Run 1, routed clock nets over the placement:
Drawn at 4 px/um.
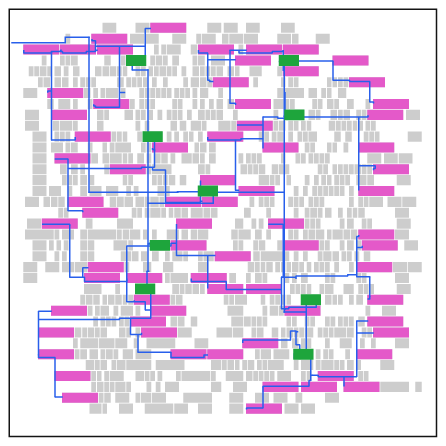
Run 1, selected gate families:
Drawn at 2 px/um.
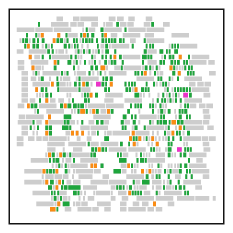
Run 1, routed metal, one colour a layer:
Drawn at 2 px/um.
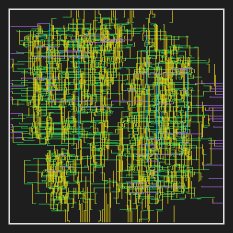
Run 1, the clock network:
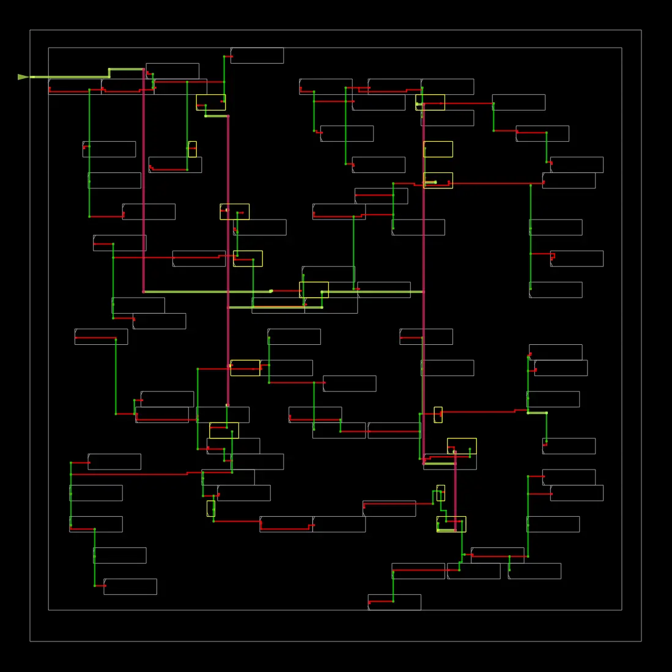
### config.mk
export PLATFORM = sky130hd
export DESIGN_NAME = pipeline_stall_ctrl_flat
export DESIGN_NICKNAME = d
export VERILOG_FILES = /design/src/rtl/pipeline_stall_ctrl_pkg.sv /design/src/rtl/pipeline_stall_ctrl_if.sv /design/src/rtl/pipeline_stall_ctrl_sat_counter.sv /design/src/rtl/pipeline_stall_ctrl.sv /design/src/flat_wrapper.sv
export SDC_FILE = /design/constraint.sdc
export NUM_CORES = 1
export LEC_CHECK = 0
export ABC_AREA = 1
export CORE_MARGIN = 3
export CORE_UTILIZATION = 48
export CTS_CLUSTER_DIAMETER = 200
export DETAILED_ROUTE_END_ITERATION = 10
export PLACE_DENSITY = 0.73
export SLEW_MARGIN = 0
export SYNTH_ARGS = -nofsm -noshare
export SYNTH_HDL_FRONTEND = slang
export SYNTH_SLANG_ARGS = --single-unit
export TNS_END_PERCENT = 20
### constraint.sdc
create_clock -name clk -period 2.27 [get_ports clk]
set_input_delay 0.454 -clock clk [delete_from_list [all_inputs] [get_ports clk]]
set_output_delay 0.454 -clock clk [all_outputs]
set_load 0.05 [all_outputs]
### src/rtl/pipeline_stall_ctrl_pkg.sv
// pipeline_stall_ctrl_pkg: shared FSM state codes and default sizes for the stall controller
package pipeline_stall_ctrl_pkg;
   typedef logic [1:0] state_t;
   localparam state_t RUN      = 2'd0;
   localparam state_t MDU_WAIT = 2'd1;
   localparam state_t MDU_ERR  = 2'd2;
   localparam int DEF_CNT_W       = 32;
   localparam int DEF_MDU_MAX_CYC = 40;
endpackage

### src/rtl/pipeline_stall_ctrl_if.sv
// pipeline_stall_ctrl_if: hazard/MDU/branch inputs in, pipeline enables/bubbles and perf counters out
interface pipeline_stall_ctrl_if import pipeline_stall_ctrl_pkg::*; #(
   parameter int CNT_W = DEF_CNT_W
) ();
   logic             bb_data, mdu_start, mdu_done, branch_ex, cnt_clr;
   logic             pc_en, ifid_en, ifid_flush, idex_en, idex_bubble, exmem_bubble, mdu_err;
   logic [CNT_W-1:0] stall_cycles, flush_count;
   modport master (
      output bb_data, mdu_start, mdu_done, branch_ex, cnt_clr,
      input  pc_en, ifid_en, ifid_flush, idex_en, idex_bubble, exmem_bubble, mdu_err,
             stall_cycles, flush_count
   );
   modport slave (
      input  bb_data, mdu_start, mdu_done, branch_ex, cnt_clr,
      output pc_en, ifid_en, ifid_flush, idex_en, idex_bubble, exmem_bubble, mdu_err,
             stall_cycles, flush_count
   );
endinterface

### src/rtl/pipeline_stall_ctrl_sat_counter.sv
// sat_counter: clk, rst_n, inc_i, clr_i (wins over inc) -> cnt_o, holds at all-ones
module sat_counter #(
   parameter int W = 8
) (
   input  logic         clk,
   input  logic         rst_n,
   input  logic         inc_i,
   input  logic         clr_i,
   output logic [W-1:0] cnt_o
);
   logic [W-1:0] cnt_q, cnt_d;
   always_comb cnt_d = clr_i ? '0 : (inc_i && !(&cnt_q)) ? cnt_q + 1'b1 : cnt_q;
   always_ff @(posedge clk or negedge rst_n)
      if (!rst_n) cnt_q <= '0;
      else        cnt_q <= cnt_d;
   assign cnt_o = cnt_q;
endmodule

### src/rtl/pipeline_stall_ctrl.sv
// pipeline_stall_ctrl: clk, rst_n, bus (slave) -> IF/ID/EX/MEM enables, flushes, bubbles, MDU watchdog, perf counters
module pipeline_stall_ctrl import pipeline_stall_ctrl_pkg::*; #(
   parameter int CNT_W       = DEF_CNT_W,
   parameter int MDU_MAX_CYC = DEF_MDU_MAX_CYC,
   parameter int WD_W        = 6
) (
   input logic                  clk,
   input logic                  rst_n,
   pipeline_stall_ctrl_if.slave bus
);
   localparam logic [WD_W-1:0] WD_MAX = WD_W'(MDU_MAX_CYC);
   state_t          state_q, state_d;
   logic [WD_W-1:0] wd_q, wd_d;
   logic            busy, hold_id;
   always_comb begin
      busy    = (state_q == RUN && bus.mdu_start && !bus.mdu_done) ||
                (state_q == MDU_WAIT && !bus.mdu_done) || (state_q == MDU_ERR);
      // a taken branch squashes the ID instruction, so its hazard no longer matters
      hold_id = busy || (bus.bb_data && !bus.branch_ex);
      state_d = state_q;
      wd_d    = wd_q;
      if (state_q == RUN && bus.mdu_start && !bus.mdu_done) begin
         state_d = MDU_WAIT;
         wd_d    = WD_W'(1);
      end else if (state_q == MDU_WAIT) begin
         if (bus.mdu_done) begin
            state_d = RUN;
            wd_d    = '0;
         end else if (wd_q == WD_MAX) state_d = MDU_ERR;
         else wd_d = wd_q + 1'b1;
      end
   end
   always_ff @(posedge clk or negedge rst_n)
      if (!rst_n) begin
         state_q <= RUN;
         wd_q    <= '0;
      end else begin
         state_q <= state_d;
         wd_q    <= wd_d;
      end
   assign bus.pc_en        = !hold_id;
   assign bus.ifid_en      = !hold_id;
   assign bus.idex_en      = !busy;
   assign bus.ifid_flush   = !busy && bus.branch_ex;
   assign bus.idex_bubble  = !busy && (bus.branch_ex || bus.bb_data);
   assign bus.exmem_bubble = busy;
   assign bus.mdu_err      = state_q == MDU_ERR;
   sat_counter #(.W(CNT_W)) u_stall (
      .clk   (clk),
      .rst_n (rst_n),
      .inc_i (hold_id),
      .clr_i (bus.cnt_clr),
      .cnt_o (bus.stall_cycles)
   );
   sat_counter #(.W(CNT_W)) u_flush (
      .clk   (clk),
      .rst_n (rst_n),
      .inc_i (!busy && bus.branch_ex),
      .clr_i (bus.cnt_clr),
      .cnt_o (bus.flush_count)
   );
endmodule

### src/flat_wrapper.sv
// flat-port wrapper written by rule: the top's interface ports become plain ports
module pipeline_stall_ctrl_flat import pipeline_stall_ctrl_pkg::*;
#(
   parameter int CNT_W       = DEF_CNT_W,
   parameter int MDU_MAX_CYC = DEF_MDU_MAX_CYC,
   parameter int WD_W        = 6
)
  (clk, rst_n, bus_bb_data, bus_mdu_start, bus_mdu_done, bus_branch_ex, bus_cnt_clr, bus_pc_en, bus_ifid_en, bus_ifid_flush, bus_idex_en, bus_idex_bubble, bus_exmem_bubble, bus_mdu_err, bus_stall_cycles, bus_flush_count);
  pipeline_stall_ctrl_if #(.CNT_W(CNT_W)) bus_i ();
  input logic clk;
  input logic rst_n;
  input wire logic [$bits(bus_i.bb_data)-1:0] bus_bb_data;
  input wire logic [$bits(bus_i.mdu_start)-1:0] bus_mdu_start;
  input wire logic [$bits(bus_i.mdu_done)-1:0] bus_mdu_done;
  input wire logic [$bits(bus_i.branch_ex)-1:0] bus_branch_ex;
  input wire logic [$bits(bus_i.cnt_clr)-1:0] bus_cnt_clr;
  output wire logic [$bits(bus_i.pc_en)-1:0] bus_pc_en;
  output wire logic [$bits(bus_i.ifid_en)-1:0] bus_ifid_en;
  output wire logic [$bits(bus_i.ifid_flush)-1:0] bus_ifid_flush;
  output wire logic [$bits(bus_i.idex_en)-1:0] bus_idex_en;
  output wire logic [$bits(bus_i.idex_bubble)-1:0] bus_idex_bubble;
  output wire logic [$bits(bus_i.exmem_bubble)-1:0] bus_exmem_bubble;
  output wire logic [$bits(bus_i.mdu_err)-1:0] bus_mdu_err;
  output wire logic [$bits(bus_i.stall_cycles)-1:0] bus_stall_cycles;
  output wire logic [$bits(bus_i.flush_count)-1:0] bus_flush_count;
  assign bus_i.bb_data = bus_bb_data;
  assign bus_i.mdu_start = bus_mdu_start;
  assign bus_i.mdu_done = bus_mdu_done;
  assign bus_i.branch_ex = bus_branch_ex;
  assign bus_i.cnt_clr = bus_cnt_clr;
  assign bus_pc_en = bus_i.pc_en;
  assign bus_ifid_en = bus_i.ifid_en;
  assign bus_ifid_flush = bus_i.ifid_flush;
  assign bus_idex_en = bus_i.idex_en;
  assign bus_idex_bubble = bus_i.idex_bubble;
  assign bus_exmem_bubble = bus_i.exmem_bubble;
  assign bus_mdu_err = bus_i.mdu_err;
  assign bus_stall_cycles = bus_i.stall_cycles;
  assign bus_flush_count = bus_i.flush_count;
  pipeline_stall_ctrl #(.CNT_W(CNT_W), .MDU_MAX_CYC(MDU_MAX_CYC), .WD_W(WD_W)) u_core (.clk(clk), .rst_n(rst_n), .bus(bus_i));
endmodule
==> reports/results.ini, run 1 <==
[floorplanning]
coreArea_sq_um = 9770
ioPinCount = 78
dieArea_sq_um = 11300
die_x_um = 106
die_y_um = 106
std_cell_rows = 36

[grt]
grtUsageMet1_pct = 31.3
grt_max_degree = 73
grt_pass1_wl_um = 22400
busiest_layer = met2

[worst_setup_path]
crit_path_end_kind = output pin
crit_type = reg2out
crit_fanout = 7
setup.worst_path.end = bus_flush_count[18]
start_kind = flop
slowest_delay_ns = 0.86

[synth]
yosys-stat-area_sq_um = 4840
ys_seq_elements = 72
async_flop_share_pct = 100
top_cells_by_count = 242 x nand2_1, 109 x nor2_1, 88 x nand3_1
synth_warnings = 0
synthXorXnorAreaFrac_pct = 4.16
aoi_share_pct = 6.79

[run]
max_cap_viol_count = 0

[route]
drtAntennaViolNets = 0
route.detailed.drc = 0

[power]
power_switching_w = 0.000578
top_power_group = registers
cellLeakagePower_nw = 2.61
power.total_w = 0.00236

[place]
dp_hpwl_um = 9290
portBuffers = 77

[clock_network]
cts_made_buffers = 9
cts_resized = 0
clk_pin_slew_worst_paths_ns = 0.07
clkLatencyLatePin_ns = 0.35
cts_setup_buffers = 0

[outcome]
outcome = complete, no violations

## Picture notes: 'routed clock nets over the placement'
[green] clock drivers | count: 9
[blue] clock wires | length: 1040 um
[magenta] flip-flops | count: 72
flops lie: all over the die

## Picture notes: 'selected gate families'
[orange] inverting AOI/OAI gates | cells: 59
[green] NAND gates | cells: 356 | where: all over the die
[magenta] AND-OR and OR-AND gates | cells: 3
Cell Count, Final, Fillers Out: 945
most frequent logic cell in the layout: nand2_1
Comb area share: 44.3%

## Picture notes: 'routed metal, one colour a layer'
[purple] metal 3 | wire length: 615 um
[green] metal 1 | wire length: 5610 um
[yellow] metal 2 | wire length: 6190 um
[cyan] metal 4 | wire length: 297 um

## Picture notes: 'the clock network'
TritonCTS sink count: 72
Flop Count: 72

-- run 1: area by class of cell --
class | count | area [sq um]
Fill cell | 892 | 3780
Timing Repair Buffer | 90 | 946
Sequential cell | 72 | 1800
Multi-Input combinational cell | 567 | 2660
Tap cell | 133 | 166
Inverter | 68 | 260
Clock buffer | 15 | 166
-- run 1: layout by cell type (no fill, tap or decap), types with 7 or more instances in the layout --
cell type        synthesis  routed
nand2_1                242     242
nor2_1                 109     109
nand3_1                 88      88
dfrtp_1                 72      72
clkdlybuf4s50_1          0      69
inv_1                   60      60
o21ai_1                 31      31
o21ai_0                 14      14
nand4_1                 13      13
xnor2_1                 13      13
buf_4                    2      12
clkbuf_8                 0      11
xor2_1                  10      10
a21oi_1                 10      10
buf_12                   0       8
inv_2                    7       7
==> inputs of run 2 (changes only) <==
--- a/config.mk
+++ b/config.mk
@@ -7,10 +7,10 @@
 export LEC_CHECK = 0
 export ABC_AREA = 1
 export CORE_MARGIN = 3
-export CORE_UTILIZATION = 48
+export CORE_UTILIZATION = 28
 export CTS_CLUSTER_DIAMETER = 200
 export DETAILED_ROUTE_END_ITERATION = 10
-export PLACE_DENSITY = 0.73
+export PLACE_DENSITY = 0.47
 export SLEW_MARGIN = 0
 export SYNTH_ARGS = -nofsm -noshare
 export SYNTH_HDL_FRONTEND = slang
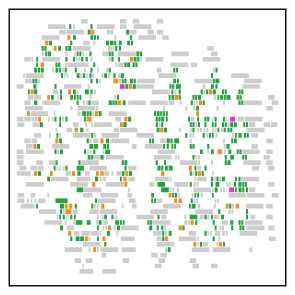
Run 2: selected gate families
Drawn at 2 px/um.
[orange] inverting AOI/OAI gates | cells: 59
[magenta] AND-OR and OR-AND gates | cells: 3
[green] NAND gates | cells: 356
Cell Count, Final, Fillers Out: 1033
Comb area share: 42.5%

==> run 2 against run 1 <==
Effect of this change:
- global-route usage is 8.2 points lower
- final cell count is 9.3% higher
- power is 24% higher
- largest cell class unchanged
- largest power group is now the clock network
==> reports/results.ini, run 2 <==
[outcome]
outcome = complete, no violations

[synth]
post-synth-top-area-fraction_pct = 37.2
aoi_share_pct = 6.79  ; unchanged
synth_warnings = 0  ; unchanged
async_flop_share_pct = 100  ; unchanged
synthXorXnorAreaFrac_pct = 4.16  ; unchanged
top_cells_by_count = 242 x nand2_1, 109 x nor2_1, 88 x nand3_1
netlist_area_sq_um = 4840
yosys-stat-area_sq_um = 4840  ; unchanged
ys_seq_elements = 72  ; unchanged

[grt]
grt_max_degree = 26  ; -64%
grt_pass1_wl_um = 23600  ; +5.3%

[cells_and_area]
final-nonclk-buf-share_pct = 15.2  ; -0.53 points
largest_class = logic gates
fillers = 1743  ; +95%
buffers = 91  ; +1.1%
final_cell_mix = 242 x nand2_1, 109 x nor2_1, 88 x nand3_1
flops = 72  ; unchanged
combGateArea_sq_um = 2660  ; unchanged
logic_gate_count = 567  ; unchanged
clk_share_pct = 4.90  ; +2.1 points
nNonClkInverters = 68  ; unchanged
mostFrequentLayoutCell = nand2_1
regArea_sq_um = 1800  ; about the same
seq_area_share_pct = 28.8  ; -1.2 points
nClkBuffers = 12  ; -3

[run]
max_cap_viol_count = 0  ; unchanged

[worst_setup_path]
start_kind = primary input
crit_type = in2out
crit_fanout = 5  ; -2
crit_path_end_kind = output pin
setup.worst_path.end = bus_ifid_en

[floorplanning]
die_x_um = 138  ; +29%
n_tap_cell = 220  ; +65%
std_cell_rows = 47  ; +31%
ioPinCount = 78  ; unchanged
die_y_um = 138  ; +29%
dieArea_sq_um = 18900  ; +67%

[power]
cellLeakagePower_nw = 2.68  ; +2.9%
power.total_w = 0.00293  ; +24%

[final_timing]
final-setup-viol-count = 0
worst_slew_pin_slew_ns = 0.595
relSlewSlack_pct = 60.2
fin_crit_sh_pct = 94.8
rsz0062_at_grt = no

[route]
dr.pass1.iters = 5
drtAntennaViolNets = 0  ; unchanged
route.detailed.drc = 0  ; unchanged
wl_um = 14300
routed_via_density = 4.68

[clock_network]
clkLatencyLatePin_ns = 0.34  ; about the same
clk_pin_slew_worst_paths_ns = 0.06  ; about the same
cts_resized = 0  ; unchanged
cts_setup_buffers = 0  ; unchanged
cts_made_buffers = 9  ; unchanged
clock_sinks = 72  ; unchanged

[place]
portBuffers = 77  ; unchanged
gp_congestion = 0.877
dp_hpwl_um = 10800  ; +17%

[worst_hold_path]
hold_class = in2async

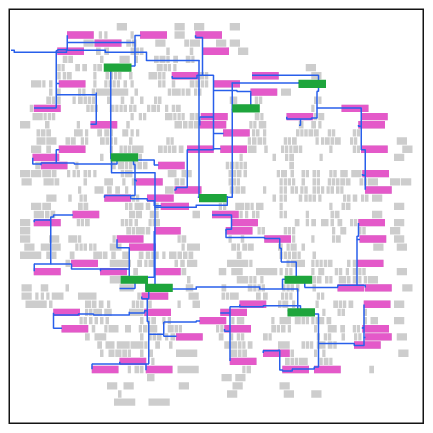
Run 2: routed clock nets over the placement
Drawn at 3 px/um.
[magenta] flip-flops | count: 72
[blue] clock wires | length: 1240 um
[green] clock drivers | count: 9
routed clock nets: 10
Worst Clk Skew: 0.00741 ns
Clock power frac: 51.1%

[run 2: cell counts after synthesis]
No cell type changed its count.
[run 2: metal layers]
| layer | GRT usage [%] | vias up | wire, um |
|---|---|---|---|
| met4 | 4.21 | 0 | 151 |
| met5 | 0 | - | 0 |
| met2 | 26.3 | 98 | 6670 |
| met3 | 3.47 | 10 | 633 |
| met1 | 21.1 | 2252 | 6890 |
| li1 | - | 2475 | - |
[run 2: power by group]
part	internal [W]	total (W)	switching [W]
combinational	0.0000373	0.000128	0.0000907
sequential	0.00129	0.00130	0.0000112
clock	0.000931	0.00150	0.000567
[run 2: critical path, cell delays in order]
cell             delay [ns]
clkdlybuf4s50_1        0.49
inv_2                  0.07
nand3_1                0.14
nand4_1                0.17
inv_1                  0.20
buf_12                 0.16
==> inputs of run 3 (changes only) <==
==> constraint.sdc (replaced) <==
create_clock -name clk -period 2.5 [get_ports clk]
set_input_delay 0.5 -clock clk [delete_from_list [all_inputs] [get_ports clk]]
set_output_delay 0.5 -clock clk [all_outputs]
set_load 0.05 [all_outputs]
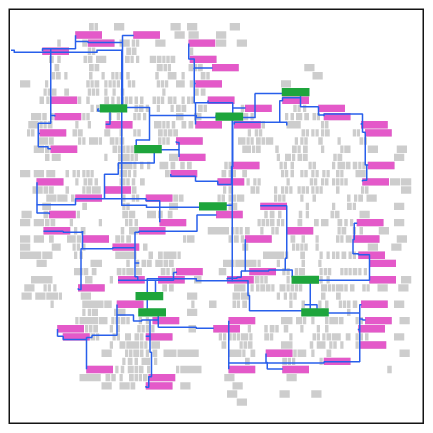
Run 3: routed clock nets over the placement
Drawn at 3 px/um.
[green] clock drivers | count: 9
[blue] clock wires | length: 1250 um
[magenta] flip-flops | count: 72
flops lie: all over the die

==> run 3 against run 2 <==
Effect of this change:
- synthesized cell count stayed put
- global-route usage shrank 0.20 points
- clock power is 19% lower
- clock skew down 0.0033 ns
- critical endpoint is now bus_mdu_err
- largest cell class unchanged
- highest routed layer unchanged
==> reports/results.ini, run 3 <==
[grt]
met3_usage_pct = 3.43  ; -0.037 points
grtUsageMet1_pct = 21.2  ; +0.11 points
grt_pass1_vias = 4606
busiest_layer = met2
grt_use_met2_pct = 25.5  ; -0.73 points
grt_max_degree = 35  ; +35%
grt_pass1_wl_um = 23600  ; +0.20%

[worst_setup_path]
start_kind = flop
slowest_delay_ns = 0.80  ; +0.31 ns
crit_top_cell = inv_1
crit_path_end_kind = output pin
crit_chain = inv_1, nand2_1, inv_1, clkdlybuf4s50_1
worst-path-buf-inv = 3  ; -1
crit_fanout = 3  ; -2
crit_type = reg2out
cp_top_family = buffers and inverters
reg2regPathDepth = 11
path_depth = 4  ; -2
cpMaxStageDelayCell = clkdlybuf4s50_1
setup.worst_path.end = bus_mdu_err

[route]
drt-initial-drc-count = 286
route.met3.wl_um = 660  ; +4.3%
wl_um = 14200  ; -1.1%
dr_wl_met2_um = 6580  ; -1.4%
dr.max_layer_used = met4
route.detailed.drc = 0  ; unchanged
dr.pass1.iters = 4  ; -1
routed_via_density = 4.65  ; -0.64%
wl_met1_um = 6840  ; -0.81%
drtAntennaViolNets = 0  ; unchanged

[cells_and_area]
final_cell_mix = 242 x nand2_1, 109 x nor2_1, 88 x nand3_1
fillers = 1812  ; +4.0%
layoutNonFillerInstCount = 1033  ; unchanged
fin_nets = 820
mostFrequentLayoutCell = nand2_1

[floorplanning]
std_cell_rows = 47  ; unchanged
die_x_um = 138  ; unchanged
die_y_um = 138  ; unchanged
ioPinCount = 78  ; unchanged
dieArea_sq_um = 18900  ; unchanged

[final_timing]
relSlewSlack_pct = 53.2  ; -7.0 points
rsz0062_at_grt = no
fin_crit_sh_pct = 94.1
final-setup-viol-count = 0  ; unchanged
worst_slew_pin_slew_ns = 0.702  ; +0.107 ns

[run]
max_cap_viol_count = 0  ; unchanged

[power]
cellLeakagePower_nw = 2.67  ; -0.69%
power.density_nw_per_um2 = 403
power.total_w = 0.00251  ; -14%

[synth]
synthXorXnorAreaFrac_pct = 4.16  ; unchanged
top_cells_by_count = 242 x nand2_1, 109 x nor2_1, 88 x nand3_1
post-synth-top-area-fraction_pct = 37.2  ; unchanged
async_flop_share_pct = 100  ; unchanged
ys_seq_elements = 72  ; unchanged
synth_warnings = 0  ; unchanged
topCellsByArea = dfrtp_1 37%, nand2_1 19%, nand3_1 9.1%
aoi_share_pct = 6.79  ; unchanged
ys_seq_share_pct = 37.2
yosys-stat-area_sq_um = 4840  ; unchanged
netlist_area_sq_um = 4840  ; unchanged

[worst_hold_path]
hold_class = in2async

[clock_network]
htreeDepth = 3
cts_resized = 0  ; unchanged
clk_pin_slew_worst_paths_ns = 0.05  ; about the same
cts_setup_buffers = 0  ; unchanged
clock_sinks = 72  ; unchanged
cts_hold_buf = 0

[place]
portBuffers = 77  ; unchanged
dp_hpwl_um = 10600  ; -2.6%

[outcome]
outcome = complete, no violations

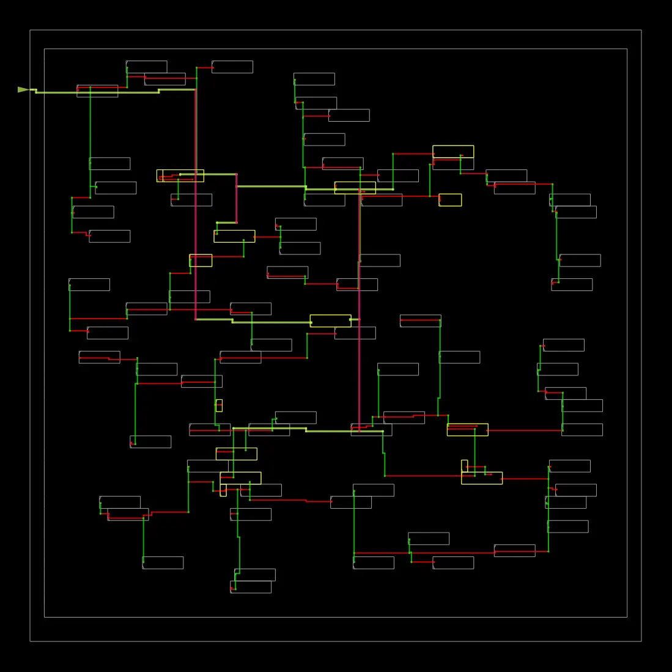
Run 3: the clock network
clock latency on the worst-skew pair: 0.34 ns
CLK BUF: 15
Num CTS Buffers: 9
P_clk: 0.00121 W
Worst Clk Skew: 0.00407 ns

[run 3: power breakdown]
group,total (W),internal [W],leakage (nW),switching (W)
clock network,0.00121,0.000723,0.130,0.000489
logic,0.000118,0.0000350,1.55,0.0000826
registers,0.00118,0.00117,0.985,0.00000971
total,0.00251,0.00193,2.67,0.000581
[run 3: layout make-up]
type	count	area, sq um	share of cell area [%]
multi-input cells	567	2660	42.7
clock buffers	15	268	4.30
inverters	68	260	4.18
flip-flops and latches	72	1800	28.9
well taps	220	275	4.42
repair buffers	91	968	15.5
Power and IR drop assume default switching activity.
